==> run_1/layer_met2.png <==
Scale: 2 px per micron.
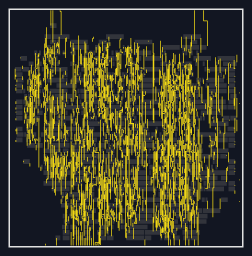
==> run_1/logic_types.png <==
Scale: 4 px per micron.
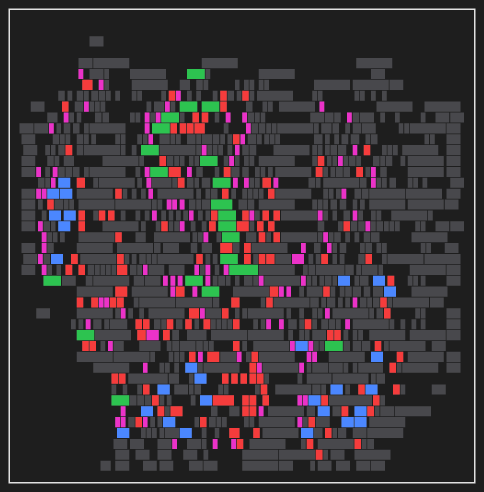
==> run_1/flops_by_reg.png <==
Scale: 4 px per micron. Other sequential cells in the stronger gray, the rest of the logic in the fainter gray.
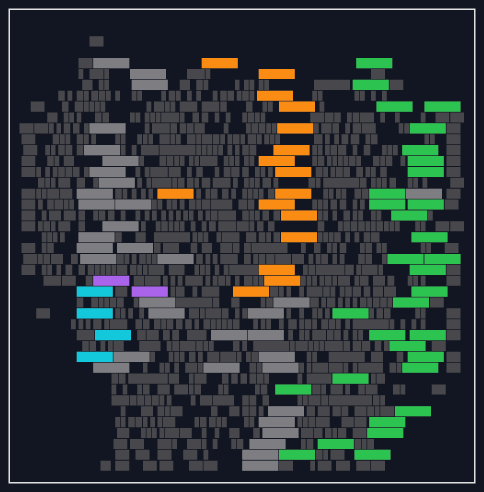
==> run_1/detail.png <==
Window x 38 to 78, y 63 to 103 microns. Cells in gray, sequential cells in the stronger gray; small squares are vias.
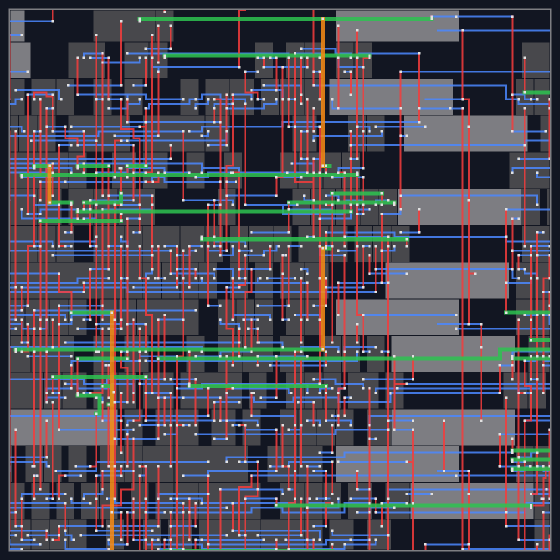
==> src/rtl/mul_pkg.sv <==
`default_nettype none
// ---------------------------------------------------------------------------
// mul_pkg : shared state encoding and counter sizing for mul_seq_signed
// Revision 1.0
// ---------------------------------------------------------------------------
package mul_pkg;

   typedef enum logic [1:0] {
      IDLE = 2'd0,
      CALC = 2'd1,
      FIX  = 2'd2
   } state_t;

   function automatic int cnt_w(input int width);
      return $clog2(width);
   endfunction

endpackage
`default_nettype wire

==> src/rtl/mul_counter.sv <==
`default_nettype none
// ---------------------------------------------------------------------------
// mul_counter : loadable down-counter with zero flag (step counter)
// Revision 1.0
// ---------------------------------------------------------------------------
module mul_counter #(
   parameter int CNT_W = 4
) (
   input  logic             Clk,
   input  logic             Reset,
   input  logic             load,
   input  logic [CNT_W-1:0] load_val,
   input  logic             dec,
   output logic [CNT_W-1:0] count,
   output logic             zero
);

   always_ff @(posedge Clk or negedge Reset) begin
      if (!Reset) begin
         count <= '0;
      end else if (load) begin
         count <= load_val;
      end else if (dec && (count != '0)) begin
         count <= count - CNT_W'(1);
      end
   end

   assign zero = (count == '0);

endmodule
`default_nettype wire

==> src/rtl/mul_seq_signed.sv <==
`default_nettype none
// ---------------------------------------------------------------------------
// mul_seq_signed : sequential shift-add multiplier, signed/unsigned per op
// Revision 1.0
// ---------------------------------------------------------------------------
module mul_seq_signed
   import mul_pkg::*;
#(
   parameter int WIDTH = 16
) (
   input  logic               Clk,
   input  logic               Reset,
   input  logic               St,
   input  logic               Signed,
   input  logic [WIDTH-1:0]   Multiplicando,
   input  logic [WIDTH-1:0]   Multiplicador,
   output logic [2*WIDTH-1:0] Produto,
   output logic               Busy,
   output logic               Done
);

   localparam int               CNT_W = cnt_w(WIDTH);
   localparam logic [CNT_W-1:0] LAST  = CNT_W'(WIDTH - 1);

   state_t             state;
   state_t             state_nxt;
   logic               load;
   logic               step;
   logic               finish;
   logic [CNT_W-1:0]   count;
   logic               cnt_zero;

   logic [WIDTH-1:0]   a_mag;
   logic [WIDTH-1:0]   hi;
   logic [WIDTH-1:0]   lo;
   logic               neg;
   logic [WIDTH:0]     sum;
   logic [2*WIDTH-1:0] acc;

   logic               a_neg_in;
   logic               b_neg_in;
   logic [WIDTH-1:0]   a_abs_in;
   logic [WIDTH-1:0]   b_abs_in;

   mul_counter #(
      .CNT_W (CNT_W)
   ) u_counter (
      .Clk      (Clk),
      .Reset    (Reset),
      .load     (load),
      .load_val (LAST),
      .dec      (step),
      .count    (count),
      .zero     (cnt_zero)
   );

   always_comb begin
      state_nxt = state;
      load      = 1'b0;
      step      = 1'b0;
      finish    = 1'b0;
      case (state)
         IDLE: begin
            if (St) begin
               load      = 1'b1;
               state_nxt = CALC;
            end
         end
         CALC: begin
            step = 1'b1;
            if (cnt_zero) begin
               state_nxt = FIX;
            end
         end
         FIX: begin
            finish    = 1'b1;
            state_nxt = IDLE;
         end
         default: state_nxt = IDLE;
      endcase
   end

   always_ff @(posedge Clk or negedge Reset) begin
      if (!Reset) begin
         state <= IDLE;
      end else begin
         state <= state_nxt;
      end
   end

   // -2^(W-1) negates to itself, which is its correct unsigned magnitude
   assign a_neg_in = Signed & Multiplicando[WIDTH-1];
   assign b_neg_in = Signed & Multiplicador[WIDTH-1];
   assign a_abs_in = a_neg_in ? -Multiplicando : Multiplicando;
   assign b_abs_in = b_neg_in ? -Multiplicador : Multiplicador;

   assign sum = {1'b0, hi} + (lo[0] ? {1'b0, a_mag} : '0);
   assign acc = {hi, lo};

   always_ff @(posedge Clk or negedge Reset) begin
      if (!Reset) begin
         a_mag   <= '0;
         hi      <= '0;
         lo      <= '0;
         neg     <= 1'b0;
         Produto <= '0;
         Busy    <= 1'b0;
         Done    <= 1'b0;
      end else begin
         Busy <= (state_nxt != IDLE);
         Done <= finish;
         if (load) begin
            a_mag <= a_abs_in;
            hi    <= '0;
            lo    <= b_abs_in;
            neg   <= a_neg_in ^ b_neg_in;
         end else if (step) begin
            hi <= sum[WIDTH:1];
            lo <= {sum[0], lo[WIDTH-1:1]};
         end
         if (finish) begin
            Produto <= neg ? -acc : acc;
         end
      end
   end

endmodule
`default_nettype wire

==> config.mk <==
export PLATFORM = sky130hd
export DESIGN_NAME = mul_seq_signed
export DESIGN_NICKNAME = d
export VERILOG_FILES = /design/src/rtl/mul_pkg.sv /design/src/rtl/mul_counter.sv /design/src/rtl/mul_seq_signed.sv
export SDC_FILE = /design/constraint.sdc
export NUM_CORES = 1
export LEC_CHECK = 0
export ABC_AREA = 1
export CORE_AREA = 2 2 114 116
export CTS_CLUSTER_DIAMETER = 100
export DETAILED_ROUTE_END_ITERATION = 16
export DIE_AREA = 0 0 116 118
export GPL_TIMING_DRIVEN = 0
export PLACE_DENSITY = 0.86
export SLEW_MARGIN = 20
export SYNTH_ARGS = -nofsm -noshare
export SYNTH_HDL_FRONTEND = slang
export SYNTH_SLANG_ARGS = --single-unit
==> constraint.sdc <==
create_clock -name Clk -period 2.2 [get_ports Clk]
set_input_delay 0.44 -clock Clk [delete_from_list [all_inputs] [get_ports Clk]]
set_output_delay 0.44 -clock Clk [all_outputs]
set_load 0.02 [all_outputs]
==> out/highlights.md, run 1 <==
* 878 — post-synthesis cell count from yosys
* simple AND/OR/NAND/NOR gates — dominant kind of combinational cell
* 0.00223 sq mm — area used by sequential logic in the layout
* 12 — largest fanout of any net on the critical path
* 0 ns — Total Negative Setup Slacks
* 488 MHz — maximum operating frequency
* 0 — EDFF count, synth
* 2.05 ns — shortest period the worst path allows
* 935 — nets in the synthesized netlist
* 70 — I/O pin count
* 0.0124 sq mm — total core area
* 116 microns — horizontal die size
* 0.579 mV — worst-case vdd ir drop
* 9.64% — layout cell share with drive strength beyond 1
* 0 — number of hold violations in the final report
* flip-flop — CP startpoint kind
* yes — CTS tree
* 0.487 ns — slew at the pin closest to its max-slew limit
* 36.3% — register share after synthesis
* 89 — ys flops
* 0 — Post-route DRC
* 13 — tally of clock buffers in the finished layout
* 0 — Final Slew Violations
* 0 — antenna-violating nets left
* 12.1% — final-layout non-clock buffer area share
* 4.00% — xor/xnor share
* 0 — final number of setup-violating endpoints
* 661 — #MultiIn Comb
* 43 — Distinct cells, synth
* 5620 — vias in the first global route
* 0 — yosys warns
* flip-flop — kind of capture point of the worst setup path
* 1137 — number of standard cells in the layout, taps in and fillers out
* 100% — Async S/R FF share, synth
* 3.74 nW — reported leakage power
* 4.40% — Adder Share, Synth
* hi[6] — reg-to-reg endpoint
* 1018 — number of nets in the layout
* lo[0] — launching instance or port of the critical path
* 26 — tool warning count
* sky130_fd_sc_hd__clkbuf_16 — root buf cell
* lo[0] — reg2reg start
* 13.4 microns — WL/cell
* 89 — total clock sinks
* 2.28 ns — worst path arrival time
* 59.7% — final core occ
* 89 — Seq cells
* 2.43 ns — Crit path required time
* -0.299 ns — post-place setup slack
* 30.1% — flop share of the area
* hi[6] — worst setup path endpoint
* 9 — total clock buffers created by CTS
* 5 — iteration count of the initial detailed-routing pass
* 49.4% — Starting Density
* 12 — r2r worst-path depth
* 2 — Longest Clk Path Bufs
* 0.00614 sq mm — area figure in the yosys stat output
* 103 — invs w/o clock
* 0.34 ns — worst-skew pair later-pin latency
* 4.02% — clk tree area frac
* sky130_fd_sc_hd__dfrtp_1 — leading register cell type out of synthesis
* 93.1% — cycle use final
* 0.15 ns — internal reg-to-reg setup slack
* multi-input combinational cells — largest cell class by area
* 34.7% — simple-gate share of the synthesized area
* 26100 microns — global-route wire length before repair
* 0.0571 ns — worst hold slack
* 878 — post-synthesis instance total
* 97 — Non-CTS buffers
* 118 microns — vertical extent of the die
* 0 — count of max-cap constraint violations
* 0.152 ns — final critical-path setup slack
* 0.00614 sq mm — mapped cell area
* 0 — remaining global-route overflow
* 6.99 sq um — average instance area after synthesis
* 0.00369 ns — final clock skew
* no — unrepaired setup endpoints after global routing
* 23.5% — aggregate global-route resource usage
* 0 — Post-CTS Hold Fix Bufs
* 0 — number of antenna repair diodes
* 11700 microns — final HPWL from detailed placement
* 1120 — Inst Count DP
* 1154 — FILL cells
* 0.06 ns — register clock-pin slew on the reported worst setup and hold paths
* 0.0137 sq mm — Die Size
* 41 — Row Count
* completed — status
* 11.5% — compound-cell area share of the yosys netlist
* in2async — worst min-delay path class
* 69 — IO buf count
* 0.920 — RD Place Congestion
* 0% — multiplexer area fraction after synthesis
* 0 — antenna violations before repair
* 5.23 — Vias per Instance
* 20.8% — post-synthesis to final-layout area growth
* 1370 mW/mm^2 — Power Dens Cells
* 55 — largest net degree at the start of global routing
* 172 — # Taps
* 0.00338 sq mm — MI comb area
* reg2reg — Critical Setup Path Class
* 67.3% — Max-Slew Margin vs Limit
* 451 — Starting DRT DRC Count
* 3 — level count of the clock H-tree
## Picture notes: layer_met2.png
longest straight run: 46.2 microns
share of all routed wire: 46%
total wire length after detailed routing: 15200 microns
GR Layer Usage met2: 36.8%
Vias: 5944

## Picture notes: logic_types.png
legend:
  magenta:
    family: inverters
    cells: 103
  red:
    family: inverting AOI/OAI gates
    cells: 128
  green:
    family: adder and majority cells
    cells: 21
  blue:
    family: XOR/XNOR gates
    cells: 28
Comb/total area: 45.6%
most frequent standard cell in the layout excluding fill and tap cells: sky130_fd_sc_hd__nand2_1

## Picture notes: flops_by_reg.png
legend:
  green:
    name_in_the_netlist: `Produto`
    flops: 32
    where: a vertical strip on the right
  orange:
    name_in_the_netlist: `hi`
    flops: 16
  cyan:
    name_in_the_netlist: `u_counter.count`
    flops: 4
  purple:
    name_in_the_netlist: `state`
    flops: 2
not colored: 35

## Picture notes: detail.png
legend:
  red:
    layer: metal 2
  green:
    layer: metal 3
  blue:
    layer: metal 1
  orange:
    layer: metal 4
sequential cells in the window: 11
cells with their middle in the window: 182
netlist names of flops here include: `hi` (11)
most frequent: nand2_1 (62), inv_1 (21), nor2_1 (19)

run 1: critical path: stages, from the launching register on:
cell	delay, ns
sky130_fd_sc_hd__dfrtp_1	0.38
sky130_fd_sc_hd__buf_8	0.13
sky130_fd_sc_hd__buf_4	0.16
sky130_fd_sc_hd__nand2_1	0.07
sky130_fd_sc_hd__inv_1	0.05
sky130_fd_sc_hd__ha_1	0.34
sky130_fd_sc_hd__a21oi_2	0.19
sky130_fd_sc_hd__nor2_1	0.06
sky130_fd_sc_hd__nor2_1	0.12
sky130_fd_sc_hd__nand2_2	0.09
sky130_fd_sc_hd__or2_1	0.21
sky130_fd_sc_hd__nand3_1	0.07
sky130_fd_sc_hd__o21ai_1	0.06
run 1: sequential cells by signal, indices dropped and copies added, names as in the netlist:
name	cells
Busy	1
Done	1
Produto	32
a_mag	16
hi	16
lo	16
neg	1
state	2
u_counter.count	4
run 1: stage by stage:
stage / power (mW) / cell area [sq um]
3_5_place_dp: 8.44 / 7070
4_1_cts: 10.0 / 7360
6_report: 10.2 / 7410
2_1_floorplan: 6.83 / 6140
3_3_place_gp: 8.27 / 7040
5_1_grt: 11.1 / 7410
run 1: Yosys cell counts, drive strengths merged, types with 5 or more instances:
cell type	instances	share of area (%)
nand4	8	0.92
ha	20	4.1
clkbuf	5	0.31
nand3	92	8.3
o21ai	84	6.9
inv	103	6.5
nor2	86	6.3
buf	20	2.3
dfrtp	89	36
a21oi	30	2.5
nand2	284	18
o22ai	6	0.61
xor2	26	3.7
run 1: cell usage in the layout (no fill, tap or decap), types with 9 or more instances in the layout:
cell	n
sky130_fd_sc_hd__nand2_1	270
sky130_fd_sc_hd__dfrtp_1	89
sky130_fd_sc_hd__inv_1	89
sky130_fd_sc_hd__nand3_1	85
sky130_fd_sc_hd__nor2_1	74
sky130_fd_sc_hd__clkdlybuf4s50_1	68
sky130_fd_sc_hd__o21ai_0	60
sky130_fd_sc_hd__a21oi_1	26
sky130_fd_sc_hd__xor2_1	26
sky130_fd_sc_hd__o21ai_1	23
sky130_fd_sc_hd__ha_1	19
sky130_fd_sc_hd__inv_2	12
sky130_fd_sc_hd__buf_2	11
sky130_fd_sc_hd__nand2_2	11
sky130_fd_sc_hd__clkbuf_16	9
run 1: what timing repair did:
| action | CTS | global route |
|---|---|---|
| resized | 0 | 10 |
| endpoints found under the setup margin | 7 | 8 |
| buffers inserted | 0 | 3 |
| pin swaps | 0 | 1 |
run 1: power by group:
| group | leakage, nW | internal, mW | switching, mW |
|---|---|---|---|
| combinational | 2.48 | 2.17 | 3.44 |
| clock | 0.142 | 0.937 | 0.617 |
| sequential | 1.13 | 2.37 | 0.641 |
| total | 3.74 | 5.47 | 4.70 |
run 1: worst min-delay path by stage:
stage                            from  cells past startpoint     endpoint  slack [ns]
after floorplan                 Reset                      0         Busy        0.14
after global placement    Produto[18]                      2  Produto[18]        0.46
after detailed placement        Reset                      1         Busy        0.44
after CTS                       Reset                      1   Produto[1]        0.08
after global routing            Reset                      1         Busy        0.10
final                           Reset                      1         Busy        0.06
run 1: metal layers:
layer,track usage (%),up-vias,wire length (microns)
met4,7.96,0,298
met1,33.2,2690,6900
met3,3.55,33,1060
met2,36.8,220,6950
met5,0,-,0
li1,-,3001,-
==> run_1/congestion.png <==
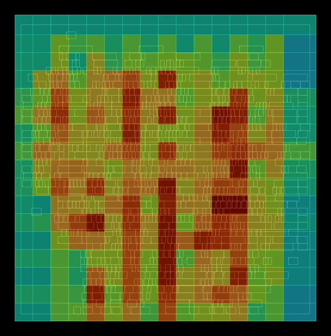

--- run 2 (diff from run 1) ---
Settings changed: DONT_BUFFER_PORTS from default to 1, HOLD_SLACK_MARGIN from default to 0.06, PLACE_DENSITY 0.86 to 0.79, REMOVE_ABC_BUFFERS from default to 1.
==> run_2/congestion.png <==
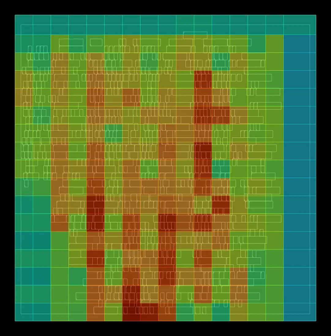
layer with the highest usage after global routing: met2
aggregate global-route resource usage: 21.0%
final core occ: 53.0%

==> run_2/layer_met2.png <==
Scale: 2 px per micron.
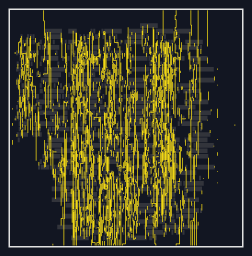
longest straight run: 47.3 microns
wire length on this layer: 6350 microns

==> run 2 against run 1 <==
Against the previous run:
- the flow now finishes with violations (negative hold slack)
- sequential share of layout area increased by 3.8 points
- maximum frequency is 1.6% lower
- critical path type unchanged
- highest routed layer unchanged
- flip-flop count stayed put
- clock-buffer cell count decreased by 3
- clock power about the same
- non-clock buffer count fell by 94
- first-iteration DRC count up 3.5%
- die size did not move
- clock skew is 0.00072 ns higher
- cell count shrank 8.1%
==> out/highlights.md, run 2 <==
* 0 ns — Total Negative Setup Slacks, unchanged
* 10200 microns — final HPWL from detailed placement, -13%
* flip-flop — CP startpoint kind
* 0.34 ns — worst-skew pair later-pin latency, about the same
* 4.40% — Adder Share, Synth, unchanged
* 9.43 mW — Total Power, -7.3%
* 16.7% — clock network fraction of total power, +1.4 points
* 89 — total clock sinks, unchanged
* 32 — Largest register FFs, unchanged
* 89 — number of hold violations in the final report, +89
* 0 — Post-route DRC, unchanged
* 0.00614 sq mm — mapped cell area, unchanged
* 0 — Final Slew Violations, unchanged
* 100% — Async S/R FF share, synth, unchanged
* in2async — worst min-delay path class
* 0 — count of max-cap constraint violations, unchanged
* yes — CTS tree
* 0 — remaining global-route overflow, unchanged
* negative hold slack — failing checks
* 2 — Longest Clk Path Bufs, unchanged
* 2.43 ns — Crit path required time, about the same
* 41 — Row Count, unchanged
* 94.6% — cycle use final, +1.5 points
* 89 — ys flops, unchanged
* 4.53 mW — net switching power of the design, -3.6%
* 34.7% — simple-gate share of the synthesized area, unchanged
* sky130_fd_sc_hd__dfrtp_1 — cell taking the most area after synthesis
* 5447 — Vias, -8.4%
* sky130_fd_sc_hd__dfrtp_1 — leading register cell type out of synthesis
* 5 — iteration count of the initial detailed-routing pass, unchanged
* 49.4% — Starting Density, unchanged
* 28 — tool warning count, +7.7%
* 0 — final number of setup-violating endpoints, unchanged
* 0.538 mV — worst-case vdd ir drop, -7.0%
* 274 x sky130_fd_sc_hd__nand2_1, 89 x sky130_fd_sc_hd__dfrtp_1, 89 x sky130_fd_sc_hd__inv_1 — Post-synth top cells
* -0.212 ns — worst hold slack, -0.269 ns
* 118 microns — vertical extent of the die, unchanged
* 15 — largest fanout of any net on the critical path, +3
* 9 — total clock buffers created by CTS, unchanged
* complete, but fails checks — status
* 272 x sky130_fd_sc_hd__nand2_1, 89 x sky130_fd_sc_hd__inv_1, 87 x sky130_fd_sc_hd__dfrtp_1, 85 x sky130_fd_sc_hd__nand3_1, 72 x sky130_fd_sc_hd__nor2_1 — Top cells excl fill/tap
* 4.90 mW — Internal Dissipation, -11%
* sky130_fd_sc_hd__nand2_1 — top-count cell post-synth
* Produto — largest reg by FF count
* 0.00441 ns — final clock skew, +0.000725 ns
* 13.4 microns — WL/cell, about the same
* 47.1% — combinational share of power, -8.1 points
* 36.3% — top-area cell type share of the netlist area, unchanged
* 36.2% — sequential share of power, +6.6 points
* 2.08 ns — shortest period the worst path allows, +0.0331 ns
* 0.00614 sq mm — area figure in the yosys stat output, unchanged
* sky130_fd_sc_hd__clkbuf_16 — root buf cell
* 11.5% — compound-cell area share of the yosys netlist, unchanged
* 116 microns — horizontal die size, unchanged
* 0.118 ns — final critical-path setup slack, -0.0331 ns
* 3.38 nW — reported leakage power, -9.8%
* 0.0137 sq mm — Die Size, unchanged
* 3 — level count of the clock H-tree, unchanged
* 480 MHz — maximum operating frequency, -1.6%
* 48.1% — Switching Share, +1.9 points
* 5.21 — Vias per Instance, -0.29%
==> run 2: cell types whose count changed in the layout (fill, tap and decap cells not counted), moves of 3 or more <==
cell                              previous run  this run
sky130_fd_sc_hd__buf_2                      11         0
sky130_fd_sc_hd__clkdlybuf4s50_1            68         0
sky130_fd_sc_hd__a21oi_1                    26        23
sky130_fd_sc_hd__buf_6                       4         1
sky130_fd_sc_hd__nor2_2                      7        10
sky130_fd_sc_hd__a21oi_2                     4         7
sky130_fd_sc_hd__buf_4                       8         1
sky130_fd_sc_hd__clkbuf_1                    6         0
==> run 2: area by class of cell <==
type	count	area (sq um)	area share, %
clock buffer	10	239	3.63
clock inverter	6	66.3	1.01
inverter	103	397	6.03
multi-input combinational	662	3400	51.6
sequential	89	2230	33.9
tap	172	215	3.27
timing repair buffer	3	38.8	0.589
==> run 2: final timing paths <==
path	slack (ns)	endpoint	startpoint
worst max-delay path	0.12	hi[13]	lo[0]
worst min-delay path	-0.21	Produto[0]	Reset
worst max register to register	0.12	hi[13]	lo[0]
worst min register to register	0.48	a_mag[6]	a_mag[6]
max in group asynchronous	2.27	lo[7]	Reset
min in group Clk	0.23	lo[15]	Multiplicador[15]
==> run 2: through the flow <==
step / hold slack [ns] / instances
2_1_floorplan: 0.144 / 853
3_3_place_gp: 0.146 / 1025
3_5_place_dp: 0.146 / 1026
4_1_cts: -0.216 / 1044
5_1_grt: -0.223 / 1045
6_report: -0.212 / 1045
==> run 2: critical path: stages (launching register included) <==
cell and delay, ns:
sky130_fd_sc_hd__dfrtp_2 0.42, sky130_fd_sc_hd__buf_4 0.15, sky130_fd_sc_hd__buf_12 0.14, sky130_fd_sc_hd__nand2_1 0.05
sky130_fd_sc_hd__inv_1 0.04, sky130_fd_sc_hd__ha_2 0.37, sky130_fd_sc_hd__nand2_1 0.12, sky130_fd_sc_hd__nor2_2 0.15
sky130_fd_sc_hd__and3_1 0.17, sky130_fd_sc_hd__nand2_1 0.07, sky130_fd_sc_hd__nand2_1 0.07, sky130_fd_sc_hd__nand2_1 0.05
sky130_fd_sc_hd__nand3_1 0.10, sky130_fd_sc_hd__nand2_1 0.06
==> run 2: cells by family (layout without fill, tap and decap cells) <==
| group | after synthesis | after routing |
|---|---|---|
| simple gates | 481 | 482 |
| compound gates | 131 | 131 |
| buf+inv | 128 | 122 |
| flops | 89 | 89 |
| xor+xnor | 28 | 28 |
| fa+ha+maj | 21 | 21 |
==> run 2: repair_timing <==
item | 4_1_cts | 5_1_grt
pin swaps | 0 | 2
endpoints found under the setup margin | 6 | 14
hold endpoints to repair | 89 | 89
gates resized | 1 | 13
buffers inserted | 2 | 0
gates cloned | 0 | 1
==> run 2: power by group through the flow <==
stage	registers (mW)	clock network, mW	logic, mW
2_1_floorplan	3.22	0	3.46
3_3_place_gp	3.45	0	4.09
3_5_place_dp	3.48	0	4.19
4_1_cts	3.41	1.59	4.34
5_1_grt	3.53	1.65	5.10
6_report	3.42	1.57	4.44
==> run 2: per-layer routing <==
metal	global-route usage [%]	vias to the layer above	part of all wire, %
met1	29.7	2460	47
met4	5.88	0	1.7
met5	0	-	0
met3	4.27	22	6.2
li1	-	2813	-
met2	32.7	152	45
Power figures rest on the tool's default switching activity, not on a simulated workload.
